**src/rtl/rat_io_pkg.sv**
```systemverilog
`default_nettype none
// =====================================================================
// rat_io_pkg -- shared types, default port IDs and IRQ register offsets
// Rev 1.0
// =====================================================================
package rat_io_pkg;

  typedef logic [7:0] port_id_t;
  typedef logic [7:0] byte_t;

  localparam port_id_t DEF_IN_BASE_ID  = 8'h20;
  localparam port_id_t DEF_OUT_BASE_ID = 8'h40;
  localparam port_id_t DEF_IRQ_BASE_ID = 8'hF0;

  localparam port_id_t MASK_OFS = 8'd0;
  localparam port_id_t STAT_OFS = 8'd1;
  localparam port_id_t ACK_OFS  = 8'd2;
  localparam int       IRQ_SPAN = 3;

  function automatic bit ranges_overlap(input int a, input int alen,
                                        input int b, input int blen);
    return (a < b + blen) && (b < a + alen);
  endfunction

endpackage
`default_nettype wire

```
**src/rtl/rat_sync2.sv**
```systemverilog
`default_nettype none
// =====================================================================
// rat_sync2 -- WIDTH-bit two-flop synchroniser, async active-low reset
// Rev 1.0
// =====================================================================
module rat_sync2 #(
  parameter int WIDTH = 8
) (
  input  logic             clk,
  input  logic             rst_n,
  input  logic [WIDTH-1:0] d,
  output logic [WIDTH-1:0] q
);

  logic [WIDTH-1:0] meta;

  always_ff @(posedge clk or negedge rst_n) begin
    if (!rst_n) begin
      meta <= '0;
      q    <= '0;
    end else begin
      meta <= d;
      q    <= meta;
    end
  end

endmodule
`default_nettype wire

```
**src/rtl/rat_io_hub.sv**
```systemverilog
`default_nettype none
// =====================================================================
// rat_io_hub -- RAT MCU port-bus I/O hub: synchronised inputs, output
// registers, change-detect IRQ (macro RAT_IO_IRQ_EN), half-rate MCU_CE.
// Rev 1.0
// =====================================================================
module rat_io_hub
  import rat_io_pkg::*;
#(
  parameter int       NUM_IN      = 2,
  parameter int       NUM_OUT     = 2,
  parameter port_id_t IN_BASE_ID  = DEF_IN_BASE_ID,
  parameter port_id_t OUT_BASE_ID = DEF_OUT_BASE_ID,
  parameter port_id_t IRQ_BASE_ID = DEF_IRQ_BASE_ID
) (
  input  logic                 CLK,
  input  logic                 RESET_N,
  output logic                 MCU_CE,
  input  logic [7:0]           PORT_ID,
  input  logic [7:0]           OUT_PORT,
  input  logic                 IO_STRB,
  output logic [7:0]           IN_PORT,
  output logic                 INTERRUPT,
  input  logic [8*NUM_IN-1:0]  IN_DATA,
  output logic [8*NUM_OUT-1:0] OUT_DATA
);

  if (NUM_IN < 1 || NUM_IN > 8 || NUM_OUT < 1 || NUM_OUT > 8) begin : g_bad_size
    $error("rat_io_hub: NUM_IN and NUM_OUT must be in 1..8");
  end

  if (ranges_overlap(int'(IN_BASE_ID), NUM_IN, int'(OUT_BASE_ID), NUM_OUT) ||
      ranges_overlap(int'(IN_BASE_ID), NUM_IN, int'(IRQ_BASE_ID), IRQ_SPAN) ||
      ranges_overlap(int'(OUT_BASE_ID), NUM_OUT, int'(IRQ_BASE_ID), IRQ_SPAN)) begin : g_bad_ids
    $error("rat_io_hub: port ID ranges overlap");
  end

  always_ff @(posedge CLK or negedge RESET_N) begin
    if (!RESET_N) MCU_CE <= 1'b0;
    else          MCU_CE <= ~MCU_CE;
  end

  logic [8*NUM_IN-1:0] sync_data;

  for (genvar k = 0; k < NUM_IN; k++) begin : g_chan
    rat_sync2 #(.WIDTH(8)) u_sync (
      .clk   (CLK),
      .rst_n (RESET_N),
      .d     (IN_DATA[8*k +: 8]),
      .q     (sync_data[8*k +: 8])
    );
  end

  always_ff @(posedge CLK or negedge RESET_N) begin
    if (!RESET_N) begin
      OUT_DATA <= '0;
    end else if (IO_STRB) begin
      for (int k = 0; k < NUM_OUT; k++)
        if (PORT_ID == port_id_t'(OUT_BASE_ID + k)) OUT_DATA[8*k +: 8] <= OUT_PORT;
    end
  end

`ifdef RAT_IO_IRQ_EN
  localparam byte_t CHAN_MASK = byte_t'((1 << NUM_IN) - 1);

  logic [8*NUM_IN-1:0] prev_data;
  byte_t               mask;
  byte_t               pending;
  byte_t               event_vec;
  logic                wr_mask;
  logic                wr_ack;

  assign wr_mask = IO_STRB && (PORT_ID == port_id_t'(IRQ_BASE_ID + MASK_OFS));
  assign wr_ack  = IO_STRB && (PORT_ID == port_id_t'(IRQ_BASE_ID + ACK_OFS));

  always_comb begin
    event_vec = '0;
    for (int k = 0; k < NUM_IN; k++)
      event_vec[k] = (sync_data[8*k +: 8] != prev_data[8*k +: 8]);
  end

  // A new event ORs in after the acknowledge, so a coincident set wins.
  always_ff @(posedge CLK or negedge RESET_N) begin
    if (!RESET_N) begin
      prev_data <= '0;
      mask      <= '0;
      pending   <= '0;
      INTERRUPT <= 1'b0;
    end else begin
      prev_data <= sync_data;
      if (wr_mask) mask <= OUT_PORT & CHAN_MASK;
      pending   <= (wr_ack ? (pending & ~OUT_PORT) : pending) | event_vec;
      INTERRUPT <= |(pending & mask);
    end
  end
`else
  assign INTERRUPT = 1'b0;
`endif

  always_comb begin
    IN_PORT = 8'h00;
    for (int k = 0; k < NUM_IN; k++)
      if (PORT_ID == port_id_t'(IN_BASE_ID + k)) IN_PORT = sync_data[8*k +: 8];
    for (int k = 0; k < NUM_OUT; k++)
      if (PORT_ID == port_id_t'(OUT_BASE_ID + k)) IN_PORT = OUT_DATA[8*k +: 8];
`ifdef RAT_IO_IRQ_EN
    if (PORT_ID == port_id_t'(IRQ_BASE_ID + MASK_OFS)) IN_PORT = mask;
    if (PORT_ID == port_id_t'(IRQ_BASE_ID + STAT_OFS)) IN_PORT = pending;
`endif
  end

endmodule
`default_nettype wire

```
**config.mk**
```make
export PLATFORM = sky130hd
export DESIGN_NAME = rat_io_hub
export DESIGN_NICKNAME = d
export VERILOG_FILES = /design/src/rtl/rat_io_pkg.sv /design/src/rtl/rat_sync2.sv /design/src/rtl/rat_io_hub.sv
export SDC_FILE = /design/constraint.sdc
export NUM_CORES = 1
export LEC_CHECK = 0
export CORE_MARGIN = 5
export CORE_UTILIZATION = 40
export CTS_BUF_LIST = sky130_fd_sc_hd__clkbuf_16
export DETAILED_ROUTE_END_ITERATION = 10
export GPL_TIMING_DRIVEN = 0
export PLACE_DENSITY = 0.77
export SLEW_MARGIN = 20
export SYNTH_ARGS = -nofsm -noshare
export SYNTH_HDL_FRONTEND = slang
export SYNTH_HIERARCHICAL = 1
export SYNTH_SLANG_ARGS = --single-unit
```
**constraint.sdc**
```tcl
create_clock -name CLK -period 1.48 [get_ports CLK]
set_input_delay 0.148 -clock CLK [delete_from_list [all_inputs] [get_ports CLK]]
set_output_delay 0.148 -clock CLK [all_outputs]
set_load 0.1 [all_outputs]
```
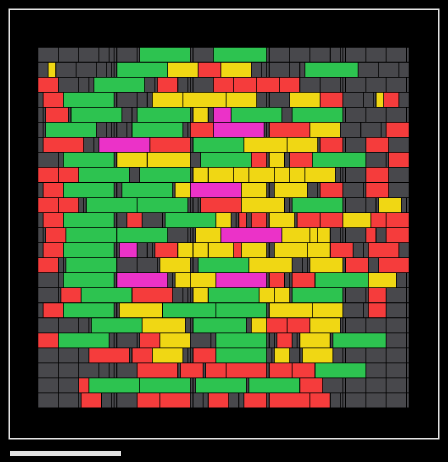
Figure 1: run 1, cells coloured by class.
Bar = 20 um. Fill, decap, tap and diode cells in grey.
legend:
  yellow:
    class: all other logic
    cells: 60
    share_of_their_area: 25%
  green:
    class: flops
    cells: 49
    share_of_their_area: 40%
  magenta:
    class: clock drivers and dummy loads
    cells: 8
    share_of_their_area: 5.6%
  red:
    class: other buffers and delay cells
    cells: 79
    share_of_their_area: 29%
utilization after layout: 0.713
fin area: 3120 sq um
sequential share of cell area: 0.396
row count: 24

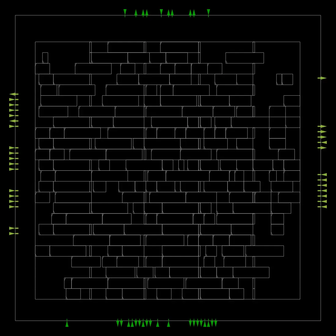
Figure 2: run 1, placement view.
CORE AREA: 4380 sq um
tapcell count: 52
filler-free cell count of the finished design: 248
flop count: 49
fillcell total: 252

==> results.tsv, run 1 <==
metric	value	unit
HP Class	in2async	
Clock buffer cells	5	
busiest grt layer	met2	
Synth Instances	115	
Reg power frac	0.451	
clock tree cell share of total cell area	0.0553	
CTS tree	built	
failing checks	setup timing	
Max-slew headroom	0.623	
Mux cell area share	0.115	
Synth area leader	dfrtp_1	
worst hold slack	0.295	ns
GR met3 Demand/Resource	0.0498	
setup TNS	-2.82	ns
Global Route Usage Sum	0.171	
chip area line of the yosys report	1820	sq um
status	finished with violations	
grt met1 use	0.215	
Layout Area Growth over Synthesis	71.6	%
Synth top cells by count	dfrtp_1 (49), nand3b_1 (16)	
Crit path arrival time	1.54	ns
Top cells excl fill/tap	dfrtp_1 (41), clkdlybuf4s50_1 (24), clkdlybuf4s15_2 (17)	
xor/xnor share	0	
Setup crit start kind	primary input	
# setup viols final	24	
Final WS setup	-0.211	ns
post-synth net total	150	
initial antenna violation count	0	
Crit-path slowest cell	or3_4	
tool warning count	29	
Synth Warn #	6	
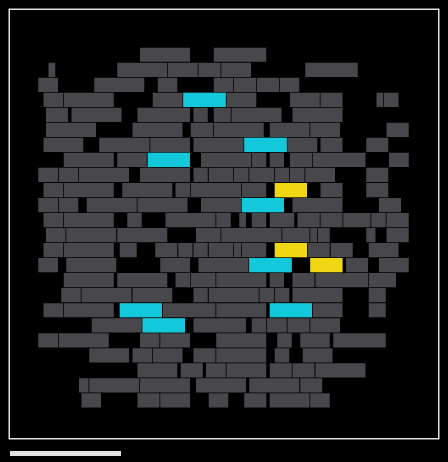
Figure 3: run 1, logic cells by family.
Bar = 20 um.
legend:
  yellow:
    family: NOR gates
    cells: 3
    most_used: nor3_4
  cyan:
    family: AND-OR and OR-AND gates
    cells: 8
    most_used: a221o_4
most frequent logic cell in the layout: dfrtp_1
combinational share of cell area: 0.241

==> run 2: changes to the inputs <==
CORE_MARGIN = unset   (was 5)
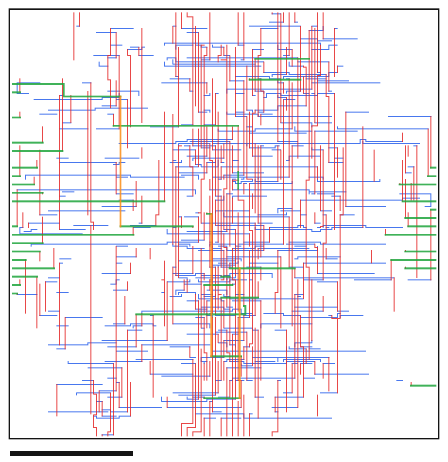
Figure 4: run 2, metal layers overlaid.
Bar = 20 um.
legend:
  red:
    layer: met2
    wire_length: 2,290 um
  blue:
    layer: met1
    wire_length: 1,850 um
  orange:
    layer: met4
    wire_length: 65.3 um
  green:
    layer: met3
    wire_length: 274 um
final wirelength: 4480 um
post-DR wirelength/cell: 18.3 um
Global Route Usage Sum: 0.205
vias post-DR: 1,287

==> results.tsv, run 2 <==
metric	value	unit
CORE AREA	4350	sq um
CTS tree	built	
# setup viols final	24	
Synth area leader	dfrtp_1	
Crit-path slowest cell	or3_4	
M2 GR Usage	0.334	
GR met3 Demand/Resource	0.0610	
clock tree cell share of total cell area	0.0475	
Max-slew headroom	0.629	
setup TNS	-2.39	ns
Top cells excl fill/tap	dfrtp_1 (41), clkdlybuf4s50_1 (24), clkdlybuf4s15_2 (17)	
share of layout cells above drive strength 1	0.544	
Reg power frac	0.483	
combinational share of cell area	0.246	
xor/xnor share	0	
Final WS setup	-0.217	ns
Mux cell area share	0.115	
Die H	69.5	um
tapcell count	52	
CTS Buf Count	5	
top-count cell post-synth	dfrtp_1	
initial antenna violation count	0	
HP Class	in2reg	
Synth top cells by count	dfrtp_1 (49), nand3b_1 (16)	
busiest grt layer	met2	
Clock buffer cells	5	
Setup crit start kind	primary input	
Worst R2R Setup Slack	0.66	ns
post-synth net total	150	
Synth Instances	115	
Crit path arrival time	1.55	ns
tool warning count	29	
sw frac	0.261	
row count	24	
filler-free cell count of the finished design	245	
Layout Area Growth over Synthesis	69.1	%
Synth Warn #	6	
status	finished with violations	
flop count	49	
Final Power	2.99	mW
Worst Hold End	g_chan[0].u_sync/meta[7]	
most frequent logic cell in the layout	dfrtp_1	
Initial DRC Count	71	
grt met1 use	0.252	
chip area line of the yosys report	1820	sq um
failing checks	setup timing	
fin area	3080	sq um
CP required	1.33	ns
fp util	0.418	
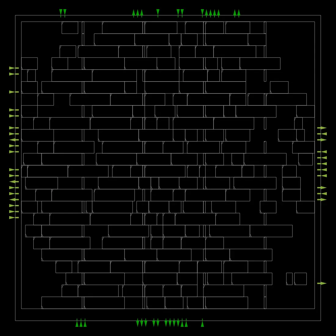
Figure 5: run 2, placement view.
fillcell total: 253
sequential share of cell area: 0.401
utilization after layout: 0.707

==> run 3: changes to the inputs <==
GPL_TIMING_DRIVEN = unset   (was 0)
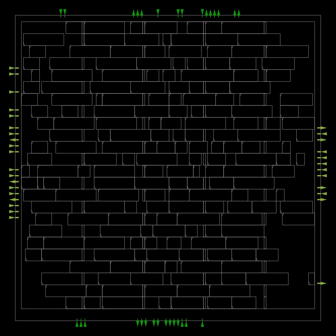
Figure 6: run 3, placement view.
sequential share of cell area: 0.375
fillcell total: 246
CORE AREA: 4350 sq um
filler-free cell count of the finished design: 251

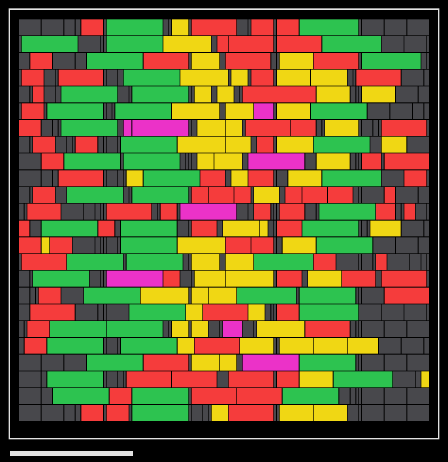
Figure 7: run 3, cells coloured by class.
Bar = 20 um. Fill, decap, tap and diode cells in grey.
legend:
  green:
    class: flops
    cells: 49
    share_of_their_area: 38%
  magenta:
    class: clock drivers and dummy loads
    cells: 8
    share_of_their_area: 4.5%
  yellow:
    class: all other logic
    cells: 60
    share_of_their_area: 24%
  red:
    class: other buffers and delay cells
    cells: 82
    share_of_their_area: 34%

==> results.tsv, run 3 <==
metric	value	unit
Crit path arrival time	1.59	ns
row count	24	
Final Power	3.11	mW
grt met1 use	0.291	
initial antenna violation count	0	
most frequent logic cell in the layout	dfrtp_1	
GR met3 Demand/Resource	0.0581	
HP Class	in2reg	
setup TNS	-3.74	ns
Final WS setup	-0.260	ns
Global Route Usage Sum	0.235	
Worst Hold End	g_chan[0].u_sync/meta[2]	
post-DR wirelength/cell	20.7	um
vias post-DR	1352	
Die H	69.5	um
Clock buffer cells	5	
tapcell count	52	
status	finished with violations	
CP required	1.33	ns
# setup viols final	24	
Setup crit start kind	primary input	
Initial DRC Count	66	
failing checks	setup timing	
chip area line of the yosys report	1820	sq um
Power figures rest on the tool's default switching activity, not on a simulated workload.
